File: src/rtl/fifo_burst_writer.sv
// Write-domain producer for the async FIFO: reserves FIFO space for a whole burst
// before accepting upstream words, then streams them into the FIFO write port.
module fifo_burst_writer #(
  parameter int DATA_WIDTH = 8,
  parameter int ADDR_SIZE  = 3
) (
  input  logic                  W_CLK,
  input  logic                  W_RST,
  input  logic                  BURST_START,
  input  logic [ADDR_SIZE:0]    BURST_LEN,
  input  logic [DATA_WIDTH-1:0] S_DATA,
  input  logic                  S_VALID,
  output logic                  S_READY,
  input  logic [ADDR_SIZE:0]    Gray_ASYNC_RD_PTR,
  input  logic                  W_full,
  output logic [ADDR_SIZE:0]    Gray_SYNC_RD_PTR,
  output logic                  W_INC,
  output logic [DATA_WIDTH-1:0] W_DATA,
  output logic [ADDR_SIZE:0]    FREE_SPACE,
  output logic                  BUSY,
  output logic                  DONE,
  output logic                  LEN_ERR,
  output logic                  OVF_ERR
);

  localparam int PTR_SIZE = ADDR_SIZE + 1;
  localparam logic [ADDR_SIZE:0] DEPTH = {1'b1, {ADDR_SIZE{1'b0}}};

  localparam logic [1:0] IDLE  = 2'd0;
  localparam logic [1:0] WAIT  = 2'd1;
  localparam logic [1:0] BURST = 2'd2;
  localparam logic [1:0] DRAIN = 2'd3;

  logic [1:0]            state_reg, state_next;
  logic [ADDR_SIZE:0]    sync1_reg, sync2_reg;
  logic [ADDR_SIZE:0]    wptr_b_reg;
  logic [ADDR_SIZE:0]    rptr_b;
  logic [ADDR_SIZE:0]    len_q_reg, remaining_reg;
  logic                  w_inc_reg;
  logic [DATA_WIDTH-1:0] w_data_reg;
  logic                  done_reg, len_err_reg, ovf_err_reg;
  logic                  len_ok, start_ok, xfer, s_ready;
  logic [ADDR_SIZE:0]    free_space;

  // Gray to binary: each binary bit is the XOR of all Gray bits at or above it
  genvar gi;
  generate
    for (gi = 0; gi < PTR_SIZE; gi++) begin : g_gray2bin
      assign rptr_b[gi] = ^sync2_reg[ADDR_SIZE:gi];
    end
  endgenerate

  // Modulo subtraction keeps this correct across pointer wrap; the stale read
  // pointer can only make it under-report space.
  assign free_space = DEPTH - (wptr_b_reg - rptr_b);

  assign len_ok   = (BURST_LEN != '0) && (BURST_LEN <= DEPTH);
  assign start_ok = (state_reg == IDLE) && BURST_START && len_ok;
  assign s_ready  = (state_reg == BURST) && !W_full;
  assign xfer     = S_VALID && s_ready;

  always_comb begin
    state_next = state_reg;
    case (state_reg)
      IDLE:    if (start_ok) state_next = WAIT;
      WAIT:    if (free_space >= len_q_reg) state_next = BURST;
      BURST:   if (xfer && (remaining_reg == {{ADDR_SIZE{1'b0}}, 1'b1})) state_next = DRAIN;
      DRAIN:   state_next = IDLE;
      default: state_next = IDLE;
    endcase
  end

  always_ff @(posedge W_CLK or negedge W_RST) begin
    if (!W_RST) begin
      state_reg     <= IDLE;
      sync1_reg     <= '0;
      sync2_reg     <= '0;
      wptr_b_reg    <= '0;
      len_q_reg     <= '0;
      remaining_reg <= '0;
    end else begin
      state_reg  <= state_next;
      sync1_reg  <= Gray_ASYNC_RD_PTR;
      sync2_reg  <= sync1_reg;
      wptr_b_reg <= wptr_b_reg + {{ADDR_SIZE{1'b0}}, w_inc_reg};
      if (start_ok) begin
        len_q_reg     <= BURST_LEN;
        remaining_reg <= BURST_LEN;
      end else if (xfer) begin
        remaining_reg <= remaining_reg - 1'b1;
      end
    end
  end

  always_ff @(posedge W_CLK or negedge W_RST) begin
    if (!W_RST) begin
      w_inc_reg   <= 1'b0;
      w_data_reg  <= '0;
      done_reg    <= 1'b0;
      len_err_reg <= 1'b0;
      ovf_err_reg <= 1'b0;
    end else begin
      w_inc_reg   <= xfer;
      if (xfer) w_data_reg <= S_DATA;
      done_reg    <= (state_reg == DRAIN);
      len_err_reg <= (state_reg == IDLE) && BURST_START && !len_ok;
      ovf_err_reg <= ovf_err_reg || (w_inc_reg && W_full);
    end
  end

  assign S_READY          = s_ready;
  assign Gray_SYNC_RD_PTR = sync2_reg;
  assign W_INC            = w_inc_reg;
  assign W_DATA           = w_data_reg;
  assign FREE_SPACE       = free_space;
  assign BUSY             = (state_reg != IDLE);
  assign DONE             = done_reg;
  assign LEN_ERR          = len_err_reg;
  assign OVF_ERR          = ovf_err_reg;

endmodule

File: config.mk
export PLATFORM = sky130hd
export DESIGN_NAME = fifo_burst_writer
export DESIGN_NICKNAME = d
export VERILOG_FILES = /design/src/rtl/fifo_burst_writer.sv
export SDC_FILE = /design/constraint.sdc
export NUM_CORES = 1
export LEC_CHECK = 0
export ABC_AREA = 1
export CORE_ASPECT_RATIO = 0.8
export CORE_MARGIN = 10
export CORE_UTILIZATION = 30
export CTS_CLUSTER_SIZE = 40
export DETAILED_ROUTE_END_ITERATION = 10
export SLEW_MARGIN = 20
export SYNTH_ARGS = -nofsm -noshare
export SYNTH_HDL_FRONTEND = slang
export SYNTH_SLANG_ARGS = --single-unit
export TNS_END_PERCENT = 5
File: constraint.sdc
create_clock -name W_CLK -period 3.7 [get_ports W_CLK]
set_input_delay 0.74 -clock W_CLK [delete_from_list [all_inputs] [get_ports W_CLK]]
set_output_delay 0.74 -clock W_CLK [all_outputs]
set_load 0.1 [all_outputs]
Fig. 1: run 1, cell classes on the final placement
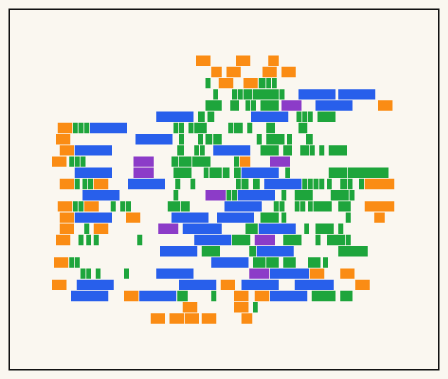
class	colour	cells
remaining buffers and delay cells	orange	43
remaining logic cells	green	138
clock drivers and dummy loads	purple	8
registers	blue	34

Fig. 2: run 1, placement density heat map
10 x 9 tiles, from white (low) to dark blue (high), 0 to 100% covered.
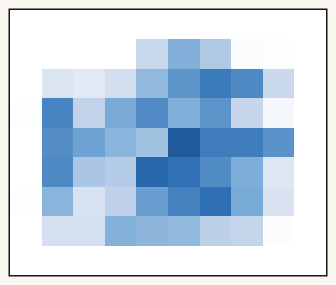
nearly empty tiles	43%
fullest tile	83%
emptiest ninth of the die	top left
mean over tiles	25%
densest ninth of the die	middle
tiles over 75% full	2.2%

Fig. 3: run 1, signal wires on met3
The bar under the picture is 20 µm long.
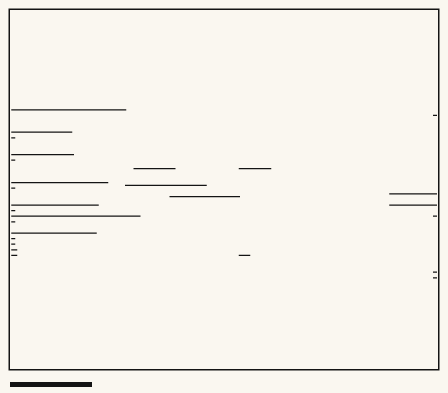
wire length on this layer	242 µm
nets with wire on the layer	23
GR Util met3: 3.85%
Vias: 1176
aggregate routed wire length: 3450 µm

==> Changelog: implementation, run 1 <==
### Metrics

* CTS Sinks at 34
* Cell total after placement at 293
* Cts bufs inserted at 5
* Post-route minimum period at 3.45 ns
* Flops after synth at 34
* Final WS setup at 0.255 ns
* Data required, critical path at 2.96 ns
* Reg2Reg Depth at 15
* Crit-path slowest cell: dfrtp_2
* Unrepaired setup endpoints after global routing: no
* Least-Margin Pin Slew at 0.991 ns
* Compound-Gate Fraction of Synth Area at 2.74%
* P&R area growth vs syn at 38.4%
* Top Layer Used: met4
* Yosys top cell by area: dfrtp_1
* Min-delay src: sync1_reg[2]$_DFF_PN0_
* Post-Route Utilization at 42.8%
* Crit path kind: flip-flop to output pin
* WP buf/inv at 3
* Hold Slack at 0.348 ns
* Count of non-CTS buffers in the layout at 43
* Area post-placement at 0.00223 mm²
* Largest stage delay, worst path at 0.42 ns
* Final Hold Viols at 0
* Starting DRT DRC Count at 14
* Vias in the first global route at 1263
* Synth warnings at 0
* Synth Seq Share at 50.4%
* # Taps at 78
* Crit path DAT at 2.71 ns
* I/O pins at 43
* Chip Area, Yosys at 0.00169 mm²
* Outcome: complete, no violations
* Synth Area in Simple Gates at 18.7%
* H-tree Lvls at 2
* Final setup TNS at 0 ns
* Clock buffers and inverters, area share at 4.71%
* Flop count at 34
* Logic cell area at 727 µm²
* First-pass DRT Iterations at 3
* Largest type area fraction at 50.4%
* Post-DP HPWL at 2840 µm
* Nonclk inv count at 29
* Die height at 87.1 µm
* Input/output buffers at 42
* Crit Path Max Fanout at 3
* Fin crit share at 93.1%
* Non-clk buf share at 18.7%
* Worst Setup End Kind: output pin
* Place WS at 0.504 ns
* Setup Viol. Count Final at 0
* Max FFs per register at 8
* Worst R2R Start: Gray_SYNC_RD_PTR[2]$_DFF_PN0_
* Combinational share of cell area at 31.1%
* Remaining global-route overflow at 0
* Clk pin slew, worst setup/hold paths at 0.06 ns
* Crit path from: Gray_SYNC_RD_PTR[2]$_DFF_PN0_
* Met3 wire length at 241 µm
* Post-CTS resize count at 0
* Detail Route met2 WL at 1570 µm
* Syn_area_per_cell at 9.71 µm²
* Worst path cell trace: xor2_2, xnor2_1, inv_1, ha_1, ha_1, inv_1, fa_1, xnor2_1, xnor2_4, buf_12
* Most used logic cell in the final layout: nand2_1
* Syn Inst Count at 174
* Gr busiest metal: met2
* Share of layout cells above drive strength 1 at 13.9%
* CP Capture Point: FREE_SPACE[3]
* Main area contributors: dfrtp_1, ha_1, nand2_1
* Yosys adder share at 13.8%
* Grt met2 use at 12.4%
* Max Clock Freq at 0.290 GHz
* Reg2reg end: state_reg[0]$_DFFE_PN0P_
* N_diodes at 0
* XOR Share, Synth at 6.67%
* Async set-or-reset flop fraction in the synthesized netlist at 100%
* CP Launch Type: flip-flop
* OpenROAD warning count at 31
* Hold path endpoint: Gray_SYNC_RD_PTR[2]$_DFF_PN0_
* Antenna violations before repair at 0
* Dominant comb cell: simple AND/OR/NAND/NOR gates
* Gpl congestion at 0.782
* Max cap viols at 0
Fig. 4: run 1, placed standard cells
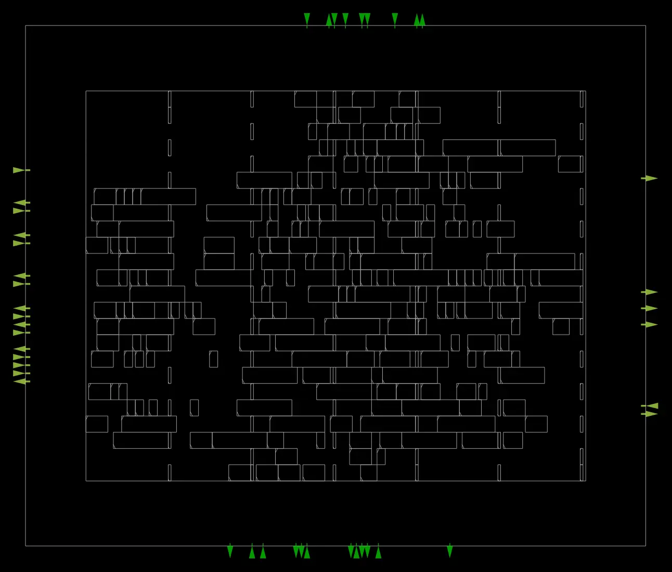

==> run 1 -> run 2 <==
- CELL_PAD_IN_SITES_DETAIL_PLACEMENT: default -> 1
- CELL_PAD_IN_SITES_GLOBAL_PLACEMENT: default -> 2
- CORE_UTILIZATION: 30 -> 29
- PLACE_DENSITY_LB_ADDON: default -> 0.1
Fig. 5: run 2, placed standard cells
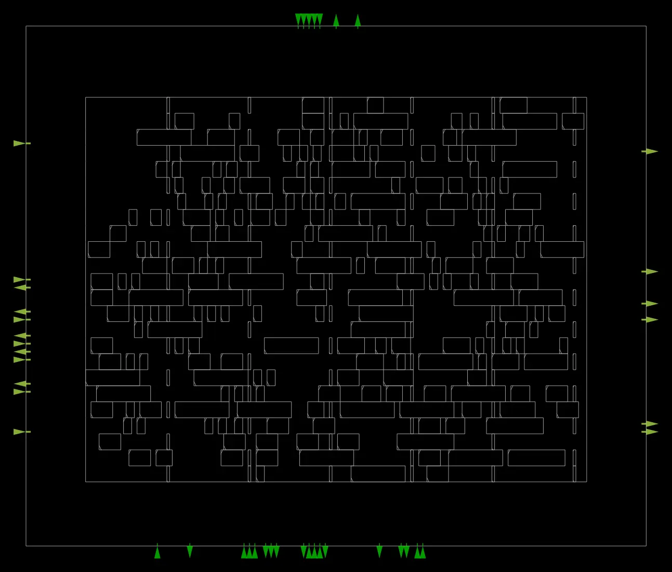
num rows: 24
Layout Cells excl Fill: 301
filler cell count: 623

Fig. 6: run 2, signal wires on met3
The bar under the picture is 20 µm long.
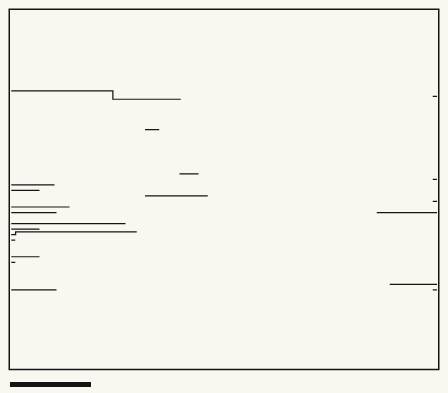
longest straight run	29.7 µm
main direction	horizontal
share of all routed wire	5.3%
wire length on this layer	222 µm
GR Util met3: 3.49%
aggregate routed wire length: 4190 µm
Vias: 1234

Fig. 7: run 2, placement density heat map
11 x 9 tiles, from white (low) to dark blue (high), 0 to 100% covered.
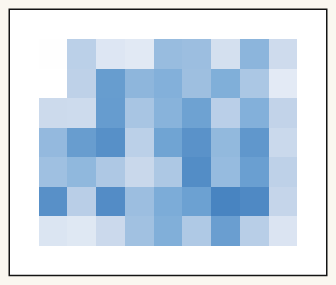
emptiest ninth of the die	top left
fullest tile	66%
densest ninth of the die	middle
mean over tiles	24%
Post-Route Utilization: 41.8%
Core Density at Floorplan: 30.4%
area of the core: 0.00556 mm²

==> Changelog: implementation, run 2 <==
### Metrics

* Outcome: complete, no violations
* Max FFs per register at 8
* Largest stage delay, worst path at 0.43 ns
* CP Capture Point: FREE_SPACE[3]
* Max cap viols at 0
* Final setup TNS at 0 ns
* H-tree Lvls at 2
* Hold path endpoint: Gray_SYNC_RD_PTR[2]$_DFF_PN0_
* Logic cell area at 727 µm²
* Final Hold Viols at 0
* Async set-or-reset flop fraction in the synthesized netlist at 100%
* Count of non-CTS buffers in the layout at 43
* First-pass DRT Iterations at 3
* Gr busiest metal: met2
* Setup Viol. Count Final at 0
* Gpl congestion at 0.727
* Crit-path slowest cell: dfrtp_2
* # Taps at 78
* Crit path DAT at 2.74 ns
* Worst Setup End Kind: output pin
* Crit Path Max Fanout at 3
* Synth Area in Simple Gates at 18.7%
* Synth Seq Share at 50.4%
* Clock buffers and inverters, area share at 4.09%
* OpenROAD warning count at 31
* Largest type area fraction at 50.4%
* Crit path kind: flip-flop to output pin
* Met3 wire length at 221 µm
* Fin crit share at 94.0%
* P&R area growth vs syn at 37.6%
* Detail Route met2 WL at 2080 µm
* Share of layout cells above drive strength 1 at 13.9%
* Yosys top cell by area: dfrtp_1
* Cts bufs inserted at 5
* Max Clock Freq at 0.288 GHz
* Most used logic cell in the final layout: nand2_1
* Input/output buffers at 42
* Hold Slack at 0.352 ns
* Final WS setup at 0.223 ns
* Starting DRT DRC Count at 31
* Reg2Reg Depth at 17
* Syn_area_per_cell at 9.71 µm²
* Cell total after placement at 293
* Chip Area, Yosys at 0.00169 mm²
* Combinational share of cell area at 31.3%
* Die height at 88.3 µm
* WP buf/inv at 3
* CTS Sinks at 34
* Post-CTS resize count at 0
* Vias in the first global route at 1442
* Flop count at 34
* Grt met2 use at 17.0%
* Main area contributors: dfrtp_1, ha_1, nand2_1
* Compound-Gate Fraction of Synth Area at 2.74%
* Post-DP HPWL at 3420 µm
* Flops after synth at 34
* Place WS at 0.512 ns
* Remaining global-route overflow at 0
* I/O pins at 43
* Area post-placement at 0.00223 mm²
* CP Launch Type: flip-flop
* Yosys adder share at 13.8%
* Worst path cell trace: xor2_2, xnor2_1, inv_1, ha_1, ha_1, inv_1, fa_1, xnor2_1, xnor2_4, buf_12
* Antenna violations before repair at 0
* Data required, critical path at 2.96 ns
* Unrepaired setup endpoints after global routing: no
* Top Layer Used: met4
* Synth warnings at 0
* Nonclk inv count at 29
* Post-route minimum period at 3.48 ns
* Reg2reg end: state_reg[0]$_DFFE_PN0P_
* Dominant comb cell: simple AND/OR/NAND/NOR gates
* Syn Inst Count at 174
* Worst R2R Start: Gray_SYNC_RD_PTR[2]$_DFF_PN0_
